### Selected gate families

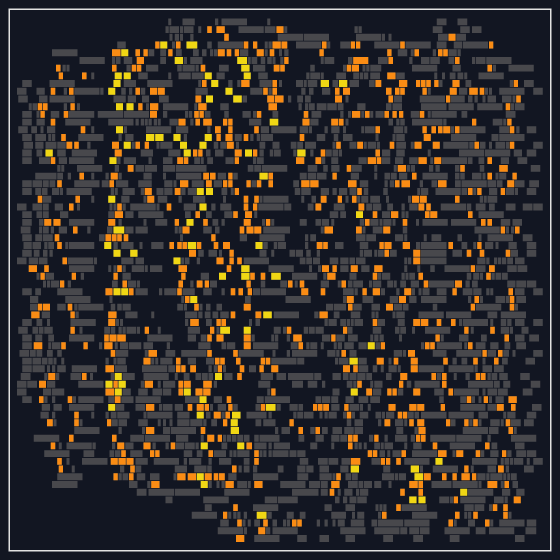
### I/O nets highlighted

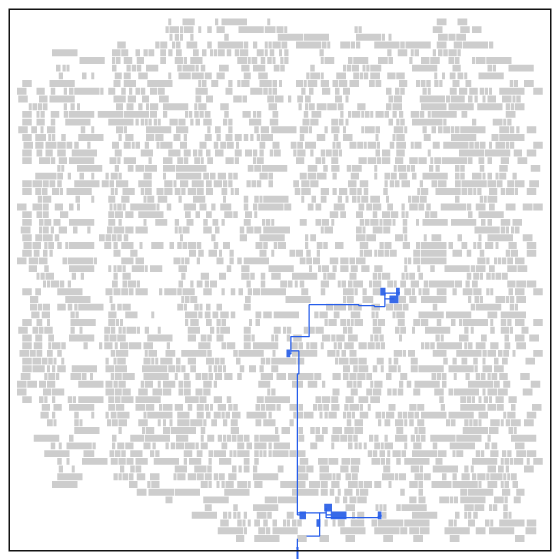
--- config.mk ---
export PLATFORM = sky130hd
export DESIGN_NAME = md_unit
export DESIGN_NICKNAME = d
export VERILOG_FILES = /design/src/rtl/md_pkg.sv /design/src/rtl/md_sign_fix.sv /design/src/rtl/md_unit.sv
export SDC_FILE = /design/constraint.sdc
export NUM_CORES = 1
export LEC_CHECK = 0
export CAP_MARGIN = 25
export CORE_MARGIN = 2
export CORE_UTILIZATION = 45
export DETAILED_ROUTE_END_ITERATION = 12
export GPL_TIMING_DRIVEN = 1
export SKIP_LAST_GASP = 1
export SLEW_MARGIN = 20
export SYNTH_ARGS = -nofsm -noshare
export SYNTH_HDL_FRONTEND = slang
export SYNTH_SLANG_ARGS = --single-unit
--- constraint.sdc ---
create_clock -name clk_i -period 5.2 [get_ports clk_i]
set_input_delay 0.52 -clock clk_i [delete_from_list [all_inputs] [get_ports clk_i]]
set_output_delay 0.52 -clock clk_i [all_outputs]
set_load 0.005 [all_outputs]
--- src/rtl/md_pkg.sv ---
// Shared encodings and op-decoding helpers for the multiply/divide unit.
package md_pkg;

  localparam logic [2:0] MD_MUL    = 3'b000;
  localparam logic [2:0] MD_MULH   = 3'b001;
  localparam logic [2:0] MD_MULHSU = 3'b010;
  localparam logic [2:0] MD_MULHU  = 3'b011;
  localparam logic [2:0] MD_DIV    = 3'b100;
  localparam logic [2:0] MD_DIVU   = 3'b101;
  localparam logic [2:0] MD_REM    = 3'b110;
  localparam logic [2:0] MD_REMU   = 3'b111;

  typedef enum logic [1:0] {
    IDLE = 2'd0,
    CALC = 2'd1,
    FIX  = 2'd2,
    DONE = 2'd3
  } md_state_e;

  // Divide family (DIV/DIVU/REM/REMU)
  function automatic logic IsDiv(input logic [2:0] op);
    return op[2];
  endfunction

  // rs1 treated as signed
  function automatic logic IsSignedA(input logic [2:0] op);
    return (op == MD_MULH) || (op == MD_MULHSU) || (op == MD_DIV) || (op == MD_REM);
  endfunction

  // rs2 treated as signed
  function automatic logic IsSignedB(input logic [2:0] op);
    return (op == MD_MULH) || (op == MD_DIV) || (op == MD_REM);
  endfunction

endpackage

--- src/rtl/md_sign_fix.sv ---
// Conditional two's-complement negate, used for magnitudes and final sign fix.
module md_sign_fix #(
  parameter int unsigned W = 32
) (
  input  logic [W-1:0] value_i,
  input  logic         neg_i,
  output logic [W-1:0] value_c
);

  // Negate when requested, pass through otherwise
  assign value_c = neg_i ? (~value_i + W'(1)) : value_i;

endmodule

--- src/rtl/md_unit.sv ---
// Iterative RV32M multiply/divide unit: shift-add multiply, restoring divide.
module md_unit
  import md_pkg::*;
#(
  parameter int unsigned XLEN = 32
) (
  input  logic            clk_i,
  input  logic            rst_ni,
  input  logic            Start_i,
  input  logic [2:0]      MdCtrl_i,
  input  logic [XLEN-1:0] OperandA_i,
  input  logic [XLEN-1:0] OperandB_i,
  input  logic            Flush_i,
  output logic            Busy_o,
  output logic            Done_o,
  output logic [XLEN-1:0] Result_o
);

  localparam int unsigned CW = $clog2(XLEN) + 1;
  localparam int unsigned W2 = 2 * XLEN;
  localparam logic [XLEN-1:0] XMIN = {1'b1, {(XLEN-1){1'b0}}};

  md_state_e       state_q, state_d;
  logic [CW-1:0]   count_q, count_d;
  logic [2:0]      op_q, op_d;
  logic [W2-1:0]   acc_q, acc_d;
  logic [XLEN-1:0] b_q, b_d;
  logic [XLEN-1:0] result_q, result_d;
  logic            sign_a_q, sign_a_d, sign_b_q, sign_b_d;
  logic            busy_q, busy_d, done_q, done_d;

  logic            sa_c, sb_c, b_zero_c, ovf_c, div_neg_c;
  logic [XLEN-1:0] mag_a_c, mag_b_c, div_word_c, div_fix_c, fix_result_c;
  logic [XLEN:0]   mul_sum_c, div_shift_c, div_trial_c;
  logic [W2-1:0]   mul_next_c, div_next_c, prod_fix_c;

  // Operand signs and special-case detection on the request inputs
  assign sa_c     = IsSignedA(MdCtrl_i) & OperandA_i[XLEN-1];
  assign sb_c     = IsSignedB(MdCtrl_i) & OperandB_i[XLEN-1];
  assign b_zero_c = (OperandB_i == '0);
  assign ovf_c    = ((MdCtrl_i == MD_DIV) || (MdCtrl_i == MD_REM)) &&
                    (OperandA_i == XMIN) && (OperandB_i == {XLEN{1'b1}});

  md_sign_fix #(.W(XLEN)) u_mag_a (.value_i(OperandA_i), .neg_i(sa_c), .value_c(mag_a_c));
  md_sign_fix #(.W(XLEN)) u_mag_b (.value_i(OperandB_i), .neg_i(sb_c), .value_c(mag_b_c));

  // Multiply step: conditional add into upper half, carry kept, shift right
  assign mul_sum_c  = {1'b0, acc_q[W2-1:XLEN]} + {1'b0, b_q};
  assign mul_next_c = acc_q[0] ? {mul_sum_c, acc_q[XLEN-1:1]} : {1'b0, acc_q[W2-1:1]};

  // Divide step: acc = {remainder, dividend/quotient}, shift left and trial-subtract
  assign div_shift_c = acc_q[W2-1:XLEN-1];
  assign div_trial_c = div_shift_c - {1'b0, b_q};
  assign div_next_c  = div_trial_c[XLEN] ? {div_shift_c[XLEN-1:0], acc_q[XLEN-2:0], 1'b0}
                                         : {div_trial_c[XLEN-1:0], acc_q[XLEN-2:0], 1'b1};

  // Final sign correction: full-width product, or the selected quotient/remainder word
  assign div_word_c = op_q[1] ? acc_q[W2-1:XLEN] : acc_q[XLEN-1:0];
  assign div_neg_c  = op_q[1] ? sign_a_q : (sign_a_q ^ sign_b_q);

  md_sign_fix #(.W(W2))   u_fix_prod (.value_i(acc_q), .neg_i(sign_a_q ^ sign_b_q), .value_c(prod_fix_c));
  md_sign_fix #(.W(XLEN)) u_fix_div  (.value_i(div_word_c), .neg_i(div_neg_c), .value_c(div_fix_c));

  assign fix_result_c = IsDiv(op_q)         ? div_fix_c :
                        (op_q == MD_MUL)    ? prod_fix_c[XLEN-1:0] :
                                              prod_fix_c[W2-1:XLEN];

  // Next-state and datapath update
  always_comb begin
    state_d  = state_q;
    count_d  = count_q;
    op_d     = op_q;
    acc_d    = acc_q;
    b_d      = b_q;
    sign_a_d = sign_a_q;
    sign_b_d = sign_b_q;
    result_d = result_q;

    if (Flush_i) begin
      state_d = IDLE;
      count_d = '0;
    end else begin
      unique case (state_q)
        IDLE: begin
          if (Start_i) begin
            op_d     = MdCtrl_i;
            sign_a_d = sa_c;
            sign_b_d = sb_c;
            count_d  = '0;
            b_d      = mag_b_c;
            acc_d    = {{XLEN{1'b0}}, mag_a_c};
            if (IsDiv(MdCtrl_i) && b_zero_c) begin
              result_d = MdCtrl_i[1] ? OperandA_i : {XLEN{1'b1}};
              state_d  = DONE;
            end else if (ovf_c) begin
              result_d = MdCtrl_i[1] ? {XLEN{1'b0}} : XMIN;
              state_d  = DONE;
            end else begin
              state_d = CALC;
            end
          end
        end
        CALC: begin
          acc_d   = IsDiv(op_q) ? div_next_c : mul_next_c;
          count_d = count_q + CW'(1);
          if (count_q == CW'(XLEN - 1)) begin
            count_d = '0;
            state_d = FIX;
          end
        end
        FIX: begin
          result_d = fix_result_c;
          state_d  = DONE;
        end
        DONE: state_d = IDLE;
        default: state_d = IDLE;
      endcase
    end

    busy_d = (state_d != IDLE);
    done_d = (state_d == DONE);
  end

  // State and datapath registers
  always_ff @(posedge clk_i or negedge rst_ni) begin
    if (!rst_ni) begin
      state_q  <= IDLE;
      count_q  <= '0;
      op_q     <= '0;
      acc_q    <= '0;
      b_q      <= '0;
      sign_a_q <= 1'b0;
      sign_b_q <= 1'b0;
      result_q <= '0;
      busy_q   <= 1'b0;
      done_q   <= 1'b0;
    end else begin
      state_q  <= state_d;
      count_q  <= count_d;
      op_q     <= op_d;
      acc_q    <= acc_d;
      b_q      <= b_d;
      sign_a_q <= sign_a_d;
      sign_b_q <= sign_b_d;
      result_q <= result_d;
      busy_q   <= busy_d;
      done_q   <= done_d;
    end
  end

  assign Busy_o   = busy_q;
  assign Done_o   = done_q;
  assign Result_o = result_q;

endmodule

==> flow_summary.json <==
{
  "logic_family": "AND-OR/OR-AND gates",
  "vias_per_cell": 6.19,
  "crit_type": "input pin to flip-flop",
  "edf_count": 0,
  "syn_avg_cell_area_um2": 7.40,
  "synth_seq_share_pct": 22.9,
  "post_drt_wl_per_cell_um": 21.1,
  "synthMuxAreaShare_pct": 6.47,
  "dp.cells": 2553,
  "cts-htree-levels": 4,
  "hold_buffers": 0,
  "reg2reg_depth": 12,
  "finalCritPeriodShare_pct": 81.8,
  "diodes": 0,
  "status": "finished, final reports clean",
  "cts_tree": "done",
  "grtUsageTotal_pct": 30.0,
  "syn2layout_area_growth_pct": 12.6,
  "final_core_util_pct": 51.3,
  "start_kind": "input pin",
  "drc_errors": 0,
  "critPathCapture": "Result_o[22]",
  "synth_cells": 2116,
  "crit_arrival_ns": 4.56,
  "startpoint": "OperandA_i[0]",
  "die_x_um": 191,
  "ff_type": "dfrtp_1",
  "setup_viol": 0,
  "fillers": 3486,
  "first_pass_iters": 6,
  "synth.area.top_cells": "dfrtp_1 23%, a21oi_1 6.8%, xnor2_1 6.7%",
  "root_buffer": "clkbuf_16",
  "ys_sh_xor_pct": 10.7,
  "post_cts_resized": 0,
  "vdd_ir_drop_max_mv": 0.262,
  "slew_violations": 0,
  "rows": 68,
  "topRoutingLayerUsed": "met4",
  "grt_max_degree": 71,
  "worst_pin_slew_ns": 0.982,
  "die_area_mm2": 0.0363,
  "vias": 16000,
  "grt_pass1_vias": 15100,
  "drive_gt1_share_pct": 5.73,
  "finalHoldViolCount": 0,
  "most-common-layout-cells": "214 x a21oi_1, 203 x nand2_1, 185 x nor2_1",
  "ys_area_mm2": 0.0157,
  "clock_skew_ns": 0.0121,
  "drv_cap": 0,
  "clock_path_buffers": 2,
  "grt_antenna_before_repair": 0,
  "netlist_area_mm2": 0.0157,
  "clock-sinks": 143,
  "top_cells_by_count": "214 x a21oi_1, 203 x nand2_1, 185 x nor2_1",
  "p_leak_nw": 7.38,
  "die_y_um": 191,
  "critPathMaxFanout": 32,
  "drt_iter0_drc": 1095,
  "gp_congestion": 0.942,
  "setup_tns_ns": 0,
  "yosys.area.top_type": "dfrtp_1",
  "drt-met1-wl_um": 24200,
  "grt_pass1_wl_um": 84800,
  "final_nets": 2262,
  "r2r-start": "acc_q[1]",
  "route.met2.wl_um": 24600,
  "wl_met3_um": 3490,
  "slew_headroom_pct": 34.3,
  "coreArea_mm2": 0.0344,
  "ff2ff_setup_slack_ns": 1.11,
  "end_kind": "flip-flop",
  "numCtsBuffers": 17,
  "ys_sh_adder_pct": 5.85,
  "ys_warn_count": 0,
  "synth_cell_types": 79,
  "reg2reg_to": "Result_o[2]",
  "hp-class": "input pin to asynchronous set/reset pin",
  "drt_wl_total_um": 54400,
  "aoi_share_pct": 26.2,
  "synthArstFlopShare_pct": 100,
  "rsz0062_at_grt": "false",
  "synth-simple-area-share_pct": 22.0,
  "cts_setup_buffers": 0,
  "ys.flops": 143,
  "top_cell": "a21oi_1",
  "yosys_cells": 2116,
  "postRouteAntennaNets": 0,
  "fp_util_pct": 45.5,
  "insertion_delay_ns": 0.45,
  "hpwl_um": 41500,
  "clkTransAtPathRegs_ns": 0.06,
  "warning_count": 27,
  "overflow": 0,
  "crit_required_ns": 5.50,
  "fmax_mhz": 235,
  "min_period_ns": 4.26,
  "power_density_mw_per_mm2": 510,
  "top_cell_area_share_pct": 22.9,
  "fp_nets": 2259
}
Back to the opening pictures, 'Selected gate families':
| color | family | cells | most used |
|---|---|---|---|
| yellow | AND-OR and OR-AND gates | 86 | a21o_1 |
| orange | inverting AOI/OAI gates | 575 | a21oi_1 |
Non-Filler Instances: 2586
Comb area share: 63.4%
Commonest Layout Cell: a21oi_1

Back to the opening pictures, 'I/O nets highlighted':
| color | port | direction | edge | end cells | buffers | wire |
|---|---|---|---|---|---|---|
| blue | Flush_i | input | south | 9 | 1 | 179 um |
I/O Pins: 105
input/output buffers: 104

==> per-stage QoR <==
step / hold slack (ns) / cell area [um2] / worst slack (ns) / total power [mW]
2_1_floorplan: 0.224 / 15700 / 0.780 / 6.00
3_3_place_gp: 0.466 / 17000 / 0.690 / 7.55
3_5_place_dp: 0.472 / 17000 / 0.582 / 7.61
4_1_cts: 0.0584 / 17600 / 1.01 / 8.89
5_1_grt: 0.0891 / 17600 / 0.730 / 9.67
6_report: 0.0463 / 17600 / 0.944 / 8.99
==> where the power goes <==
| group | leakage, nW | internal, mW | switching [mW] |
|---|---|---|---|
| combinational | 5.28 | 2.39 | 3.26 |
| clock | 0.293 | 0.764 | 0.490 |
| sequential | 1.80 | 1.42 | 0.668 |
==> per-layer routing <==
layer	up-vias	track usage, %
met2	587	48.5
met3	104	3.75
met5	-	0
met4	0	13.0
met1	7635	40.3
li1	7675	-
==> final cells by class <==
type	count	area, um2	share of cell area [%]
clock buffers	25	505	2.87
inverters	71	267	1.51
well taps	455	569	3.23
multi-input cells	1732	11200	63.4
clock inverters	6	80.1	0.454
repair buffers	154	1450	8.21
flip-flops and latches	143	3580	20.3
==> critical path, cell delays in order <==
cell	delay [ns]
clkdlybuf4s50_1	0.48
inv_1	0.11
ha_1	0.19
or4b_1	0.46
nor3_1	0.44
nand4_1	0.49
nor4_1	0.43
nor4_1	0.11
or4_2	0.61
buf_4	0.27
a211oi_1	0.28
o221ai_1	0.15
==> state kept, by name, indices dropped and copies added, names as in the netlist, 2 cells and up <==
name / flops
acc_q: 64
count_q: 6
b_q: 32
Result_o: 32
op_q: 3
state_q: 2
Power is estimated from default activity; no workload was simulated.
